**src/rtl/alu_pkg.sv**
```systemverilog
// Shared opcode encoding, flag bundle and default width for the ALU_2 block.
package alu_pkg;

  localparam int unsigned DEFAULT_WIDTH = 8;
  localparam int unsigned OPCODE_WIDTH  = 4;

  typedef enum logic [OPCODE_WIDTH-1:0] {
    OP_ADD    = 4'd0,
    OP_SUB    = 4'd1,
    OP_AND    = 4'd2,
    OP_OR     = 4'd3,
    OP_XOR    = 4'd4,
    OP_NOT    = 4'd5,
    OP_INC    = 4'd6,
    OP_DEC    = 4'd7,
    OP_SHL    = 4'd8,
    OP_SHR    = 4'd9,
    OP_SRA    = 4'd10,
    OP_ROL    = 4'd11,
    OP_ROR    = 4'd12,
    OP_MUL    = 4'd13,
    OP_PASS_A = 4'd14,
    OP_PASS_B = 4'd15
  } alu_op_e;

  typedef struct packed {
    logic carry;
    logic zero;
    logic negative;
    logic overflow;
  } alu_flags_t;

endpackage

```
**src/rtl/alu_datapath.sv**
```systemverilog
// Combinational ALU: next result and status flags from operands and opcode.
module alu_datapath
  import alu_pkg::*;
#(
  parameter int unsigned WIDTH = DEFAULT_WIDTH
) (
  input  logic [WIDTH-1:0] a,
  input  logic [WIDTH-1:0] b,
  input  alu_op_e          opcode,
  output logic [WIDTH-1:0] result_c,
  output alu_flags_t       flags_c
);

  localparam int unsigned PW = 2 * WIDTH;

  logic [WIDTH:0]   ext;
  logic [PW-1:0]    prod;
  logic             a_msb;
  logic             b_msb;
  logic             r_msb;

  assign a_msb = a[WIDTH-1];
  assign b_msb = b[WIDTH-1];
  assign prod  = PW'(a) * PW'(b);

  // Arithmetic runs one bit wide so bit WIDTH is the carry or borrow.
  always_comb begin
    result_c         = '0;
    flags_c          = '0;
    ext              = '0;
    unique case (opcode)
      OP_ADD: begin
        ext              = {1'b0, a} + {1'b0, b};
        result_c         = ext[WIDTH-1:0];
        flags_c.carry    = ext[WIDTH];
        flags_c.overflow = (a_msb == b_msb) && (ext[WIDTH-1] != a_msb);
      end
      OP_SUB: begin
        ext              = {1'b0, a} - {1'b0, b};
        result_c         = ext[WIDTH-1:0];
        flags_c.carry    = ext[WIDTH];
        flags_c.overflow = (a_msb != b_msb) && (ext[WIDTH-1] != a_msb);
      end
      OP_INC: begin
        ext              = {1'b0, a} + (WIDTH+1)'(1);
        result_c         = ext[WIDTH-1:0];
        flags_c.carry    = ext[WIDTH];
        flags_c.overflow = !a_msb && ext[WIDTH-1];
      end
      OP_DEC: begin
        ext              = {1'b0, a} - (WIDTH+1)'(1);
        result_c         = ext[WIDTH-1:0];
        flags_c.carry    = ext[WIDTH];
        flags_c.overflow = a_msb && !ext[WIDTH-1];
      end
      OP_AND:    result_c = a & b;
      OP_OR:     result_c = a | b;
      OP_XOR:    result_c = a ^ b;
      OP_NOT:    result_c = ~a;
      OP_SHL: begin
        result_c      = {a[WIDTH-2:0], 1'b0};
        flags_c.carry = a[WIDTH-1];
      end
      OP_SHR: begin
        result_c      = {1'b0, a[WIDTH-1:1]};
        flags_c.carry = a[0];
      end
      OP_SRA: begin
        result_c      = {a[WIDTH-1], a[WIDTH-1:1]};
        flags_c.carry = a[0];
      end
      OP_ROL: begin
        result_c      = {a[WIDTH-2:0], a[WIDTH-1]};
        flags_c.carry = a[WIDTH-1];
      end
      OP_ROR: begin
        result_c      = {a[0], a[WIDTH-1:1]};
        flags_c.carry = a[0];
      end
      OP_MUL: begin
        result_c      = prod[WIDTH-1:0];
        flags_c.carry = |prod[PW-1:WIDTH];
      end
      OP_PASS_A: result_c = a;
      OP_PASS_B: result_c = b;
      default: begin
        result_c = '0;
        flags_c  = '0;
      end
    endcase
    flags_c.zero     = (result_c == '0);
    flags_c.negative = result_c[WIDTH-1];
    if (!((opcode == OP_ADD) || (opcode == OP_SUB) || (opcode == OP_INC) ||
          (opcode == OP_DEC) || (opcode == OP_SHL) || (opcode == OP_SHR) ||
          (opcode == OP_SRA) || (opcode == OP_ROL) || (opcode == OP_ROR) ||
          (opcode == OP_MUL) || (opcode == OP_AND) || (opcode == OP_OR)  ||
          (opcode == OP_XOR) || (opcode == OP_NOT) || (opcode == OP_PASS_A) ||
          (opcode == OP_PASS_B))) begin
      flags_c.zero     = 1'b0;
      flags_c.negative = 1'b0;
    end
  end

  assign r_msb = result_c[WIDTH-1];

  logic unused_ok;
  assign unused_ok = r_msb;

endmodule

```
**src/rtl/alu_core.sv**
```systemverilog
// Registered ALU: one-cycle latency, one op per cycle, outputs hold when idle.
module alu_core
  import alu_pkg::*;
#(
  parameter int unsigned WIDTH = DEFAULT_WIDTH
) (
  input  logic                    clk,
  input  logic                    rst_n,
  input  logic                    in_valid,
  input  logic [WIDTH-1:0]        a,
  input  logic [WIDTH-1:0]        b,
  input  logic [OPCODE_WIDTH-1:0] opcode,
  output logic [WIDTH-1:0]        result,
  output logic                    carry,
  output logic                    zero,
  output logic                    negative,
  output logic                    overflow,
  output logic                    out_valid
);

  logic [WIDTH-1:0] result_c;
  alu_flags_t       flags_c;

  alu_datapath #(
    .WIDTH (WIDTH)
  ) u_datapath (
    .a        (a),
    .b        (b),
    .opcode   (alu_op_e'(opcode)),
    .result_c (result_c),
    .flags_c  (flags_c)
  );

  // Single output stage; result and flags only move on a valid input.
  always_ff @(posedge clk or negedge rst_n) begin
    if (!rst_n) begin
      result    <= '0;
      carry     <= 1'b0;
      zero      <= 1'b0;
      negative  <= 1'b0;
      overflow  <= 1'b0;
      out_valid <= 1'b0;
    end else begin
      out_valid <= in_valid;
      if (in_valid) begin
        result   <= result_c;
        carry    <= flags_c.carry;
        zero     <= flags_c.zero;
        negative <= flags_c.negative;
        overflow <= flags_c.overflow;
      end
    end
  end

endmodule

```
**config.mk**
```make
export PLATFORM = sky130hd
export DESIGN_NAME = alu_core
export DESIGN_NICKNAME = d
export VERILOG_FILES = /design/src/rtl/alu_pkg.sv /design/src/rtl/alu_datapath.sv /design/src/rtl/alu_core.sv
export SDC_FILE = /design/constraint.sdc
export NUM_CORES = 1
export LEC_CHECK = 0
export CAP_MARGIN = 40
export CORE_MARGIN = 1
export CORE_UTILIZATION = 36
export DETAILED_ROUTE_END_ITERATION = 7
export SETUP_SLACK_MARGIN = 0.2
export SKIP_LAST_GASP = 1
export SLEW_MARGIN = 20
export SYNTH_ARGS = -nofsm -noshare
export SYNTH_HDL_FRONTEND = slang
export SYNTH_SLANG_ARGS = --single-unit
```
**constraint.sdc**
```tcl
create_clock -name clk -period 2.3 [get_ports clk]
set_input_delay 0.46 -clock clk [delete_from_list [all_inputs] [get_ports clk]]
set_output_delay 0.46 -clock clk [all_outputs]
set_load 0.005 [all_outputs]
```
==> images/gate_families.png <==
(4 px per µm)
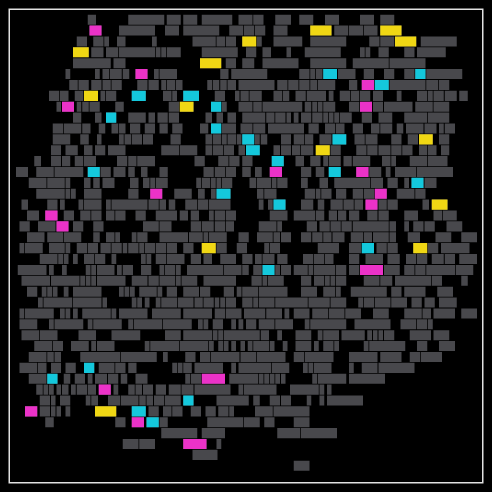
multiplexers: drawn in yellow, cells 14, most used mux2i_1. AND-OR and OR-AND gates: drawn in cyan, cells 24, most used a21o_1. XOR/XNOR gates: drawn in magenta, cells 18, most used xnor2_1, where all over the die.
most used logic cell in the final layout: buf_4
Comb area share: 59.7%
final cell count without fillers: 1033

==> images/final_congestion.png <==
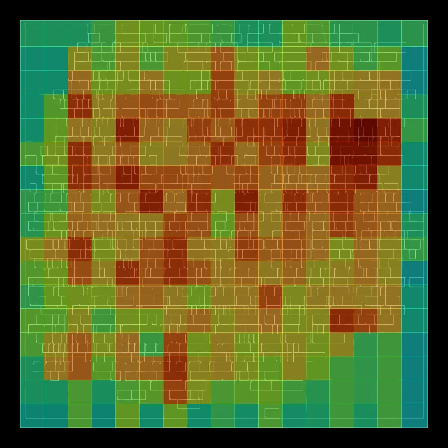
Finished Core Util: 60.0%
met2 usage: 41.5%
M3 GR Usage: 3.83%
routed wire length per instance: 18.2 µm
gr usage total: 26.5%

==> images/met1.png <==
(3 px per µm) Supply wires on this layer in gray.
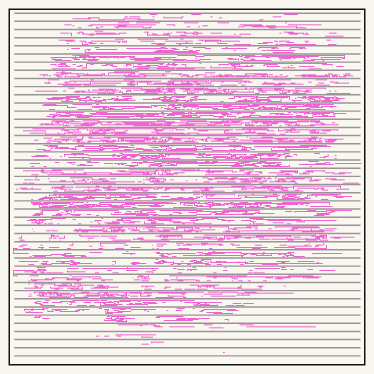
895 nets have wire on it. The longest straight run is 37.7 µm. The layer carries 8300 µm of wire.
grt met1 use: 37.4%
Routed WL: 18800 µm
vias post-DR: 5679

[cell type report]
class | count | share of cell area (%)
Tap cell | 176 | 2.78
Clock buffer | 3 | 0.948
Multi-Input combinational cell | 498 | 59.7
Clock inverter | 1 | 0.0632
Inverter | 87 | 4.49
Sequential cell | 13 | 4.11
Timing Repair Buffer | 255 | 27.9
[worst max path at each step]
| stage | from | endpoint | depth (start not counted) |
|---|---|---|---|
| after CTS | b[2] | carry | 15 |
| after global placement | b[6] | carry | 14 |
| after global routing | b[2] | carry | 20 |
| after floorplan | a[2] | carry | 14 |
| final | a[2] | carry | 15 |
| after detailed placement | b[4] | carry | 14 |
[layer usage]
metal | track usage (%) | routed length (µm)
met4 | 7.93 | 491
met3 | 3.83 | 1330
met5 | 0 | 0
met1 | 37.4 | 8300
met2 | 41.5 | 8700
[critical path, delay by kind of cell]
family | cells | cell delay [ns]
buf+inv | 3 | 0.23
fa+ha+maj | 5 | 2.23
simple gates | 2 | 0.55
compound gates | 5 | 1.05
[cells in the mapped netlist (4+ instances only)]
master / count
a211oi_1: 5
nand4b_1: 4
o2111ai_1: 4
nor3_1: 13
xnor2_1: 10
a2111oi_0: 4
xor2_1: 7
clkbuf_1: 24
and3_1: 5
a31oi_1: 13
a21o_1: 5
nor3b_1: 6
a22oi_1: 5
a221oi_1: 5
a21oi_1: 29
nand4_1: 5
ha_1: 64
nand2b_1: 13
o22ai_1: 5
dfrtp_1: 13
o221ai_1: 6
mux2i_1: 7
nor2b_1: 16
nand2_1: 56
or2_2: 5
mux2_2: 7
buf_2: 14
or3_1: 7
nor2_1: 61
inv_1: 79
fa_1: 38
o21ai_0: 18
inv_2: 5
nand3_1: 10
a32oi_1: 4
[sequential cells by signal, summed over array words and instances, names as in the netlist]
signal / flops
carry: 1
negative: 1
out_valid: 1
overflow: 1
result: 8
zero: 1
[report_power, final]
part           internal, µW  leakage (µW)  switching [µW]
Clock                   232     0.0000409             108
Sequential              264      0.000153            19.5
Combinational          1580       0.00352            1540
Total                  2070       0.00371            1670
[placed cells by master, fill, tap and decap left out, drive strengths merged, types with 6 or more instances in the layout]
master         synthesis  layout
nand3                 10      10
xnor2                 10      10
buf                   15     230
clkbuf                24       6
nor3                  13      13
a221oi                 6       6
o221ai                 6       6
or3                    7       7
clkdlybuf4s50          0      16
inv                   84      82
nand2b                13      13
fa                    38      38
nor2                  61      61
a31oi                 13      13
o21ai                 18      18
dfrtp                 13      13
nand2                 56      56
ha                    64      64
nor2b                 16      16
a21oi                 29      29
mux2                   7       7
or2                    6       6
nor3b                  6       6
xor2                   8       8
mux2i                  7       7
[through the flow]
step           hold WS [ns]  setup WS [ns]  setup TNS [ns]
3_5_place_dp          0.476          -2.88          -23.96
4_1_cts               0.489          -2.18          -15.95
5_1_grt               0.523          -2.24          -17.31
3_3_place_gp          0.478          -2.84          -23.70
6_report              0.488          -2.11          -16.08
2_1_floorplan         0.164          -2.03          -12.19
[timing repair]
action,in CTS,in global routing
pin swaps,43,60
resized,125,81
endpoints found under the setup margin,12,12
buffers inserted,31,15
gates cloned,0,1
==> flow_metrics.tcl <==
# place-and-route summary
set metrics [dict create \
    io_buffers 35 \
    drc 0 \
    rows 42 \
    violations "setup timing" \
    relSlewSlack_pct 56.6 \
    grt_max_degree 21 \
    postSynthCellCount 637 \
    p_per_area_nw_per_um2 473 \
    layout-drive-gt1-share_pct 44.0 \
    hp-class "register to register" \
    synthFlopType "dfrtp_1" \
    viasPerCell 5.50 \
    grt_pass1_vias 5577 \
    max_freq_mhz 227 \
    worstRegToRegCells 5 \
    hold_viol 0 \
    setup_viol 11 \
    maxCapViolations 0 \
    edf_count 0 \
    gp_congestion 0.953 \
    worstPathRequired_ns 2.42 \
    min_from "zero" \
    xor_area_share_pct 3.41 \
    syn_area_um2 4850 \
    p_leak_uw 0.00371 \
    min_to "zero" \
    fp.dieW_um 118 \
    topCellsByArea "ha_1, fa_1, dfrtp_1" \
    critPathCaptureType "register" \
    grt_antenna_before_repair 0 \
    die_h_um 118 \
    hpwl_um 14500 \
    setup_ws_ns -2.11 \
    syn_area_per_cell_um2 7.61 \
    yosys_warnings 0 \
    outcome "complete, but fails checks" \
    ys_sh_aoi_pct 20.8 \
    clock_skew_ns 0 \
    cts_buffer_depth 2 \
    cts_sinks 13 \
    slew_viol_final 0 \
    synthArstFlopShare_pct 100 \
    comb_area_um2 4730 \
    cts_tree "yes" \
]
Power and IR drop assume default switching activity.
